===== src/rtl/sdram_frame_reader.sv =====
// rtl/sdram_frame_reader.sv - Avalon-MM frame read master feeding a credit-limited FWFT pixel FIFO.
module sdram_frame_reader #(
  parameter int ADDR_W      = 22,
  parameter int DATA_W      = 16,
  parameter int FRAME_WORDS = 76800,
  parameter int FIFO_DEPTH  = 16
) (
  input  logic              clk_in_clk,
  input  logic              reset_reset,
  input  logic              start,
  input  logic [ADDR_W-1:0] frame_base,
  output logic              busy,
  output logic              done,
  output logic [ADDR_W-1:0] m_address,
  output logic [1:0]        m_byteenable_n,
  output logic              m_chipselect,
  output logic              m_read_n,
  output logic              m_write_n,
  output logic [DATA_W-1:0] m_writedata,
  input  logic [DATA_W-1:0] m_readdata,
  input  logic              m_readdatavalid,
  input  logic              m_waitrequest,
  output logic [DATA_W-1:0] px_data,
  output logic              px_valid,
  input  logic              px_ready,
  output logic              px_last
);

  localparam int CNT_W  = $clog2(FRAME_WORDS + 1);
  localparam int PEND_W = $clog2(FIFO_DEPTH + 1);
  localparam int PTR_W  = $clog2(FIFO_DEPTH);

  localparam logic [1:0] S_IDLE  = 2'd0;
  localparam logic [1:0] S_READ  = 2'd1;
  localparam logic [1:0] S_DRAIN = 2'd2;

  logic [1:0]        r_state;
  logic [ADDR_W-1:0] r_addr;
  logic [CNT_W-1:0]  r_issued;
  logic [CNT_W-1:0]  r_out_cnt;
  logic [PEND_W-1:0] r_pending;
  logic [PEND_W-1:0] r_count;
  logic [PTR_W-1:0]  r_wr_ptr;
  logic [PTR_W-1:0]  r_rd_ptr;
  logic              r_done;
  logic [DATA_W-1:0] r_mem [FIFO_DEPTH];

  logic [PEND_W:0]   w_credit;
  logic              w_req;
  logic              w_accept;
  logic              w_push;
  logic              w_pop;

  // Outstanding reads plus buffered words may never exceed the FIFO, so every return has a slot.
  assign w_credit = {1'b0, r_count} + {1'b0, r_pending};
  assign w_req    = (r_state == S_READ) && (r_issued < CNT_W'(FRAME_WORDS))
                    && (w_credit < (PEND_W + 1)'(FIFO_DEPTH));
  assign w_accept = w_req && !m_waitrequest;
  assign w_push   = m_readdatavalid && (r_state != S_IDLE);
  assign w_pop    = px_valid && px_ready;

  assign busy           = (r_state != S_IDLE);
  assign done           = r_done;
  assign m_address      = r_addr;
  assign m_byteenable_n = 2'b00;
  assign m_chipselect   = w_req;
  assign m_read_n       = !w_req;
  assign m_write_n      = 1'b1;
  assign m_writedata    = '0;
  assign px_valid       = (r_count != '0);
  assign px_data        = r_mem[r_rd_ptr];
  assign px_last        = px_valid && (r_out_cnt == CNT_W'(FRAME_WORDS - 1));

  always_ff @(posedge clk_in_clk) begin
    if (reset_reset) begin
      r_state   <= S_IDLE;
      r_addr    <= '0;
      r_issued  <= '0;
      r_out_cnt <= '0;
      r_pending <= '0;
      r_done    <= 1'b0;
    end else begin
      r_done <= 1'b0;
      case (r_state)
        S_IDLE: begin
          if (start) begin
            r_addr    <= frame_base;
            r_issued  <= '0;
            r_out_cnt <= '0;
            r_pending <= '0;
            r_state   <= S_READ;
          end
        end
        S_READ: begin
          if (w_accept && (r_issued == CNT_W'(FRAME_WORDS - 1)))
            r_state <= S_DRAIN;
        end
        S_DRAIN: begin
          if ((r_pending == '0) && (r_count == '0) && (r_out_cnt == CNT_W'(FRAME_WORDS))) begin
            r_done  <= 1'b1;
            r_state <= S_IDLE;
          end
        end
        default: r_state <= S_IDLE;
      endcase
      if (w_accept) begin
        r_addr   <= r_addr + ADDR_W'(1);
        r_issued <= r_issued + CNT_W'(1);
      end
      if (w_accept && !w_push)
        r_pending <= r_pending + PEND_W'(1);
      else if (!w_accept && w_push)
        r_pending <= r_pending - PEND_W'(1);
      if (w_pop)
        r_out_cnt <= r_out_cnt + CNT_W'(1);
    end
  end

  always_ff @(posedge clk_in_clk) begin
    if (reset_reset) begin
      r_wr_ptr <= '0;
      r_rd_ptr <= '0;
      r_count  <= '0;
    end else begin
      if (w_push)
        r_wr_ptr <= r_wr_ptr + PTR_W'(1);
      if (w_pop)
        r_rd_ptr <= r_rd_ptr + PTR_W'(1);
      if (w_push && !w_pop)
        r_count <= r_count + PEND_W'(1);
      else if (!w_push && w_pop)
        r_count <= r_count - PEND_W'(1);
    end
  end

  always_ff @(posedge clk_in_clk) begin
    if (w_push)
      r_mem[r_wr_ptr] <= m_readdata;
  end

  always_ff @(posedge clk_in_clk) begin
    if (!reset_reset && w_push && !w_pop)
      assert (r_count != PEND_W'(FIFO_DEPTH));
  end

endmodule


===== config.mk =====
export PLATFORM = sky130hd
export DESIGN_NAME = sdram_frame_reader
export DESIGN_NICKNAME = d
export VERILOG_FILES = /design/src/rtl/sdram_frame_reader.sv
export SDC_FILE = /design/constraint.sdc
export NUM_CORES = 1
export LEC_CHECK = 0
export CAP_MARGIN = 20
export CORE_ASPECT_RATIO = 1.4
export CORE_MARGIN = 8
export CORE_UTILIZATION = 35
export CTS_CLUSTER_SIZE = 16
export DETAILED_ROUTE_END_ITERATION = 12
export PLACE_DENSITY = 0.52
export SLEW_MARGIN = 25
export SYNTH_ARGS = -nofsm -noshare
export SYNTH_HDL_FRONTEND = slang
export SYNTH_SLANG_ARGS = --single-unit

===== constraint.sdc =====
create_clock -name clk_in_clk -period 4.5 [get_ports clk_in_clk]
set_input_delay 0.9 -clock clk_in_clk [delete_from_list [all_inputs] [get_ports clk_in_clk]]
set_output_delay 0.9 -clock clk_in_clk [all_outputs]
set_load 0.01 [all_outputs]

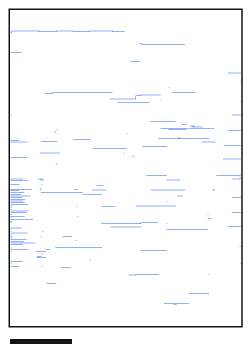
(images/met3.png)
Scale bar: 50 um.
wire length on this layer	1460 um
share of all routed wire	4.3%
longest straight run	48.1 um
main direction	horizontal
nets with wire on the layer	102
vias post-DR: 8418
met3 Usage GRT: 0.0273
Total Wirelength: 34000 um

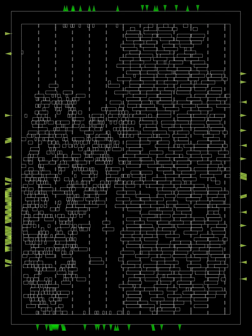
(images/final_placement.png)
sequential cell count: 337
number of placement rows: 87
flip-flop and latch share of the layout cell area: 0.545
final non-filler cell total: 1607

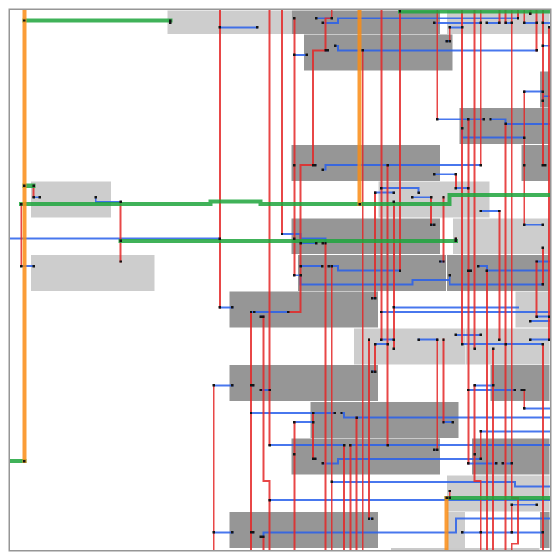
(images/zoom.png)
Window x 73 to 113, y 57 to 97 um. Cells in grey, sequential cells in the stronger grey; small squares are vias.
layer	colour
met3	green
met2	red
met4	orange
met1	blue
sequential cells in the window	13
cells with their middle in the window	23
most frequent	edfxtp_1 (13), mux4_2 (4), clkbuf_16 (4)
netlist names of flops here include	r_mem (13)

==> Changelog: implementation <==
### Metrics

- Status: finished clean
- # setup viols final: 0
- Hold EP: r_issued[1]$_SDFFE_PP0P_
- Worst reg2reg path startpoint: r_pending[2]$_SDFFE_PP0P_
- Synthesized-area fraction occupied by ao, oa, aoi and oai cells: 0.0669
- Detail Route Antenna Nets: 0
- Initial antenna violation count: 0
- Global-route wire length before repair: 52100 um
- H-tree depth: 2
- Switching share of power: 0.249
- Setup TNS: 0 ps
- Combinational gate area: approximately 0.0047 sq mm
- Final cell area excluding filler cells: 0.0171 sq mm
- Worst IR drop on VDD: 0.000248 V
- Leading cell type in the layout, fill and taps excluded: sky130_fd_sc_hd__edfxtp_1
- Simple Share, Synth: 0.0913
- Top-level port count: ~110
- Kind of end point of the critical path: output port
- Biggest area consumer among cell classes: registers
- Number of detailed-route iterations in the first pass: 5
- Tightest slew margin relative to the limit: 0.390
- Seq. cell area: 0.00931 sq mm
- Hold-fix buffers at CTS: 0
- Most congested layer reported by global routing: met2
- Number of violations of the max-capacitance limit: 0
- Count of library flops with an enable pin: roughly 260
- Biggest area cells: sky130_fd_sc_hd__edfxtp_1 (54%), sky130_fd_sc_hd__mux4_2 (13%), sky130_fd_sc_hd__dfxtp_1 (11%)
- Worst Path Buf+Inv: 2
- Most frequent cell on the critical path: sky130_fd_sc_hd__mux4_2
- Area growth syn-to-layout: 19.5%
- Portion of netlist area occupied by mux cells: 0.130
No activity file was given, so power comes from the tool's default toggle rates.
